**src/rtl/i281_code_loader.sv**
```systemverilog
// ---------------------------------------------------------------------------
// i281_code_loader
//
// Fills the i281 writable code memory (WORDS x 16-bit instruction words) from
// a byte-wide host stream.  An image is framed as:
//
//   HEADER, N, {hi, lo} x N, checksum
//
// where N is the word count (1..WORDS) and checksum is the XOR of every
// payload byte (hi and lo bytes only).  The CPU is held in reset from the
// moment a load starts.  It is only released when the checksum matches.  A
// rejected image leaves the CPU held and raises error.
//
// Ports
//   Clock       rising-edge system clock
//   Reset       asynchronous, active-high reset
//   start       single-cycle pulse; begins (or restarts) a load
//   in_byte     stream data byte
//   in_valid    in_byte is valid this cycle
//   in_ready    loader accepts in_byte this cycle (decoded from state only)
//   wr_en       code memory write strobe (one cycle per word)
//   wr_addr     code memory word address
//   wr_data     instruction word {hi, lo}
//   cpu_hold    holds the CPU in reset while high
//   done        image loaded and verified (level)
//   error       image rejected (level)
//   word_count  words written in the current load
// ---------------------------------------------------------------------------
module i281_code_loader #(
  parameter int         WORDS  = 32,
  parameter int         ADDR_W = 5,
  parameter logic [7:0] HEADER = 8'hA5
) (
  input  logic              Clock,
  input  logic              Reset,
  input  logic              start,
  input  logic [7:0]        in_byte,
  input  logic              in_valid,
  output logic              in_ready,
  output logic              wr_en,
  output logic [ADDR_W-1:0] wr_addr,
  output logic [15:0]       wr_data,
  output logic              cpu_hold,
  output logic              done,
  output logic              error,
  output logic [ADDR_W:0]   word_count
);

  typedef enum logic [2:0] {
    IDLE,
    HDR,
    CNT,
    HI,
    LO,
    CSUM,
    DONE,
    ERR
  } state_t;

  localparam logic [ADDR_W-1:0] ONE_A = {{(ADDR_W-1){1'b0}}, 1'b1};
  localparam logic [ADDR_W:0]   ONE_C = {{ADDR_W{1'b0}}, 1'b1};

  state_t state_reg, state_next;

  // Datapath registers
  logic [ADDR_W:0]   count_reg, count_next;        // N, the image word count
  logic [ADDR_W-1:0] index_reg, index_next;        // next word address
  logic [7:0]        hi_reg, hi_next;              // pending high byte
  logic [7:0]        csum_reg, csum_next;          // running payload XOR
  logic              wr_en_reg, wr_en_next;
  logic [ADDR_W-1:0] wr_addr_reg, wr_addr_next;
  logic [15:0]       wr_data_reg, wr_data_next;
  logic              cpu_hold_reg, cpu_hold_next;
  logic              done_reg, done_next;
  logic              error_reg, error_next;
  logic [ADDR_W:0]   word_count_reg, word_count_next;

  logic              ready_int;
  logic              accept;
  logic              count_ok;
  logic [ADDR_W:0]   index_inc;

  // in_ready depends on the registered state alone, so there is no
  // combinational path from in_valid back to in_ready.
  always_comb begin
    ready_int = 1'b0;
    case (state_reg)
      HDR, CNT, HI, LO, CSUM: ready_int = 1'b1;
      default:                ready_int = 1'b0;
    endcase
  end

  assign accept    = in_valid && ready_int;
  assign count_ok  = (in_byte != 8'd0) && ({24'd0, in_byte} <= WORDS);
  assign index_inc = {1'b0, index_reg} + ONE_C;

  // -------------------------------------------------------------------------
  // State register and all registered outputs
  // -------------------------------------------------------------------------
  always_ff @(posedge Clock or posedge Reset) begin
    if (Reset) begin
      state_reg      <= IDLE;
      count_reg      <= '0;
      index_reg      <= '0;
      hi_reg         <= '0;
      csum_reg       <= '0;
      wr_en_reg      <= 1'b0;
      wr_addr_reg    <= '0;
      wr_data_reg    <= '0;
      cpu_hold_reg   <= 1'b0;
      done_reg       <= 1'b0;
      error_reg      <= 1'b0;
      word_count_reg <= '0;
    end else begin
      state_reg      <= state_next;
      count_reg      <= count_next;
      index_reg      <= index_next;
      hi_reg         <= hi_next;
      csum_reg       <= csum_next;
      wr_en_reg      <= wr_en_next;
      wr_addr_reg    <= wr_addr_next;
      wr_data_reg    <= wr_data_next;
      cpu_hold_reg   <= cpu_hold_next;
      done_reg       <= done_next;
      error_reg      <= error_next;
      word_count_reg <= word_count_next;
    end
  end

  // -------------------------------------------------------------------------
  // Next-state and datapath logic
  // -------------------------------------------------------------------------
  always_comb begin
    state_next      = state_reg;
    count_next      = count_reg;
    index_next      = index_reg;
    hi_next         = hi_reg;
    csum_next       = csum_reg;
    wr_en_next      = 1'b0;          // strobe is a single-cycle pulse
    wr_addr_next    = wr_addr_reg;   // address/data hold between writes
    wr_data_next    = wr_data_reg;
    cpu_hold_next   = cpu_hold_reg;
    done_next       = done_reg;
    error_next      = error_reg;
    word_count_next = word_count_reg;

    if (start) begin
      // start wins over any byte offered in the same cycle: that byte is
      // not consumed, and the load restarts from the header.
      state_next      = HDR;
      cpu_hold_next   = 1'b1;
      done_next       = 1'b0;
      error_next      = 1'b0;
      word_count_next = '0;
      csum_next       = '0;
      index_next      = '0;
    end else if (accept) begin
      case (state_reg)
        HDR: begin
          if (in_byte == HEADER) begin
            state_next = CNT;
          end else begin
            state_next = ERR;
            error_next = 1'b1;
          end
        end

        CNT: begin
          if (count_ok) begin
            // Legal counts never exceed WORDS, which fits in ADDR_W+1 bits.
            count_next = in_byte[ADDR_W:0];
            state_next = HI;
          end else begin
            state_next = ERR;
            error_next = 1'b1;
          end
        end

        HI: begin
          hi_next    = in_byte;
          csum_next  = csum_reg ^ in_byte;
          state_next = LO;
        end

        LO: begin
          wr_en_next      = 1'b1;
          wr_addr_next    = index_reg;
          wr_data_next    = {hi_reg, in_byte};
          csum_next       = csum_reg ^ in_byte;
          index_next      = index_reg + ONE_A;
          word_count_next = word_count_reg + ONE_C;
          // Compare on the widened index so a full WORDS-long image ends
          // correctly even though index itself wraps to zero.
          if (index_inc == count_reg) begin
            state_next = CSUM;
          end else begin
            state_next = HI;
          end
        end

        CSUM: begin
          if (in_byte == csum_reg) begin
            state_next    = DONE;
            done_next     = 1'b1;
            cpu_hold_next = 1'b0;
          end else begin
            state_next = ERR;
            error_next = 1'b1;
          end
        end

        default: begin
          state_next = state_reg;
        end
      endcase
    end
  end

  assign in_ready   = ready_int;
  assign wr_en      = wr_en_reg;
  assign wr_addr    = wr_addr_reg;
  assign wr_data    = wr_data_reg;
  assign cpu_hold   = cpu_hold_reg;
  assign done       = done_reg;
  assign error      = error_reg;
  assign word_count = word_count_reg;

endmodule
```
**config.mk**
```make
export PLATFORM = sky130hd
export DESIGN_NAME = i281_code_loader
export DESIGN_NICKNAME = d
export VERILOG_FILES = /design/src/rtl/i281_code_loader.sv
export SDC_FILE = /design/constraint.sdc
export NUM_CORES = 1
export LEC_CHECK = 0
export CAP_MARGIN = 20
export CORE_MARGIN = 5
export CORE_UTILIZATION = 55
export CTS_BUF_LIST = sky130_fd_sc_hd__clkbuf_4
export DETAILED_ROUTE_END_ITERATION = 8
export GPL_TIMING_DRIVEN = 1
export PLACE_DENSITY = 0.82
export SLEW_MARGIN = 25
export SYNTH_ARGS = -nofsm -noshare
export SYNTH_HDL_FRONTEND = slang
export SYNTH_SLANG_ARGS = --single-unit
```
**constraint.sdc**
```tcl
create_clock -name Clock -period 3 [get_ports Clock]
set_input_delay 0.45 -clock Clock [delete_from_list [all_inputs] [get_ports Clock]]
set_output_delay 0.45 -clock Clock [all_outputs]
set_load 0.01 [all_outputs]
```
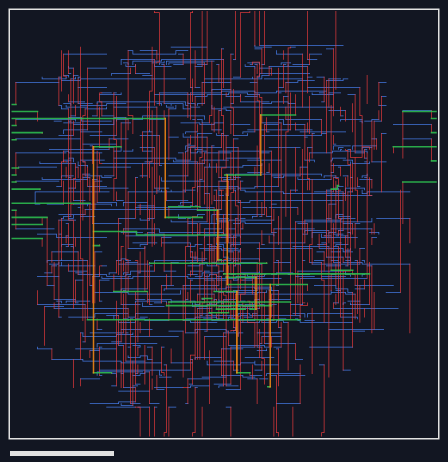
(images/layers.png)
Bar = 20 µm.
layer	color	wire length
M1	blue	2700 µm
M3	green	363 µm
M2	red	3120 µm
M4	orange	146 µm

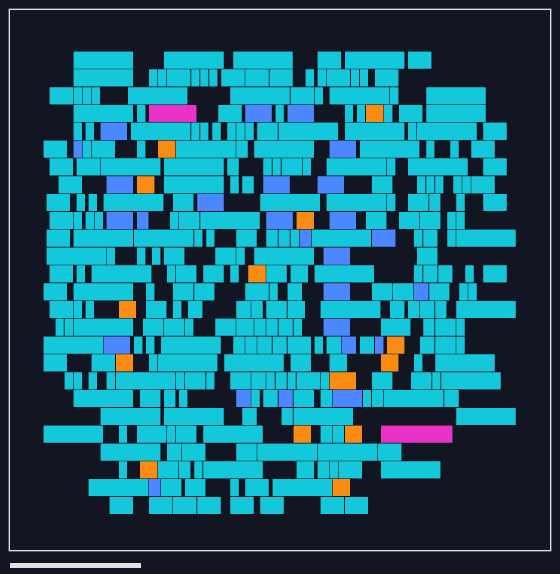
(images/sizing.png)
Bar = 20 µm.
size	color	cells
x2	blue	26
x3 and x4	orange	14
x1 and smaller	cyan	299
x6 and larger	magenta	2

==> results.tsv <==
metric	value	unit
lay_top_count	nand2_1	
via_per_inst	5.44	
nMultiInputCombCells	214	
die_h	82.4	µm
worstPathCellList	nor3_1 > a21oi_1 > clkdlybuf4s50_1	
ys_sh_simple	21.5	%
cts_num_sinks	61	
top_logic_kind	simple AND/OR/NAND/NOR gates	
warning_count	26	
largest_register_ff_count	16	
grt_pass1_vias	2245	
netlist_area	0.00289	mm²
clkSlewWorstSetupHoldPaths	100	ps
floorplan.core_util	56.5	%
r2r_start	state_reg[2]	
ys_cells	294	
clock_path_buffers	2	
clk_latency	410	ps
final-comb-area	0.00128	mm²
highest_layer	met4	
setup.worst_path.end	in_ready	
grt_usage	21.0	%
die-area	0.00680	mm²
drive_gt1_share	12.3	%
fa_ha_area_share	0.867	%
grt_max_degree	33	
synth_cell_types	45	
regArea	0.00153	mm²
ys_sh_mux	5.46	%
lay_top_cells	nand2_1 (79), dfrtp_1 (61), clkdlybuf4s50_1 (43)	
area_delta_synth_final	21.5	%
fin_crit_sh	77.6	%
pg_seq	986	µW
flops	61	
core	0.00511	mm²
final_area	0.00351	mm²
ir_worst_vdd	0.320	mV
syn_area_per_cell	9.82	µm²
pwr_density_cell	529	mW/mm²
maxPowerGroup	sequential cells	
wl_per_cell	15.4	µm
ys_chip_area	0.00289	mm²
inv_count	5	
area_leaders	dfrtp_1 (53%), nand2_1 (10%), mux2_2 (5.5%), xnor2_1 (4.6%), xor2_1 (4.2%)	
switching_share	27.3	%
place_area	0.00338	mm²
num-nonclk-buffers	46	
n_clock_buffer	10	
hold_class	input pin to async pin	
outcome	finished, final reports clean	
reg2reg_to	state_reg[1]	
numCtsBuffers	9	
overflow	0	
met2_length	3120	µm
p_clk_share	29.7	%
cp_slowest_cell	clkdlybuf4s50_1	
synth_flops	61	
place_hpwl	4470	µm
num_rows	26	
largest_class	registers	
start_kind	flip-flop	
fill_cells	406	
diodes	0	
yosysWarnings	0	
path_class	flip-flop to output pin	
seq_share	43.5	%
tightest_slew	634	ps
cpPeakStageDelay	590	ps
compound_area_share	7.72	%
crit_required	2550	ps
pg_clk	550	µW
grt_util_met2	33.7	%
async_reset_ff_share	100	%
globalplace.congestion	0.889	
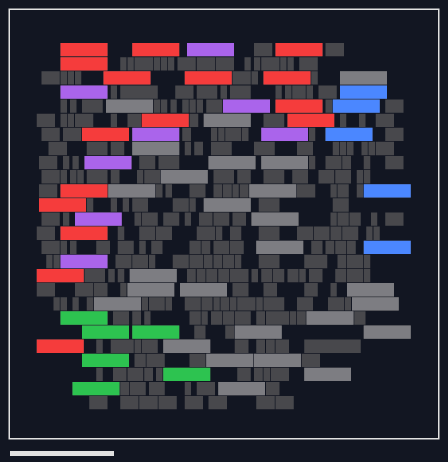
(images/ff_map.png)
Bar = 20 µm. Other sequential cells in the stronger gray, the rest of the logic in the fainter gray.
netlist name	color	flops
word_count	green	6
wr_addr	blue	5
wr_data	red	16
hi_reg	purple	8
not colored	26

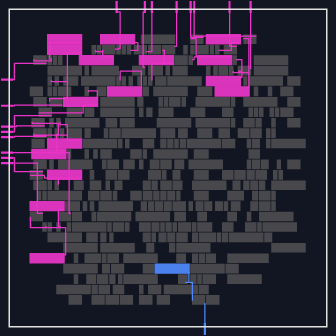
(images/port_trees.png)
port	color	direction	edge	end cells	buffers	wire
cpu_hold	blue	output	bottom	1	1	14.9 µm
wr_data	magenta	output	8 top, 8 left	16	16	465 µm

-- worst max-delay path: cells and delay by family (launching register included) --
family | cells | cell delay, ps
AOI/OAI and AO/OA | 1 | 220
buffers and inverters | 1 | 590
and+or+nand+nor | 1 | 100
DFF | 1 | 550
-- logic make-up after synthesis --
family | Yosys count
AOI/OAI and AO/OA | 32
adders and majority gates | 2
muxes | 14
xor gates and xnor gates | 29
buffers and inverters | 19
and+or+nand+nor | 137
DFF | 61
-- metrics by stage --
step	worst slack (ps)	total power, mW	instances	hold slack, ps
after floorplan	1040	1.16	294	435
after global placement	665	1.31	396	448
after detailed placement	584	1.32	396	461
after CTS	647	1.87	411	436
after global routing	501	1.94	411	490
final	673	1.85	411	430
No activity file was given, so power comes from the tool's default toggle rates.
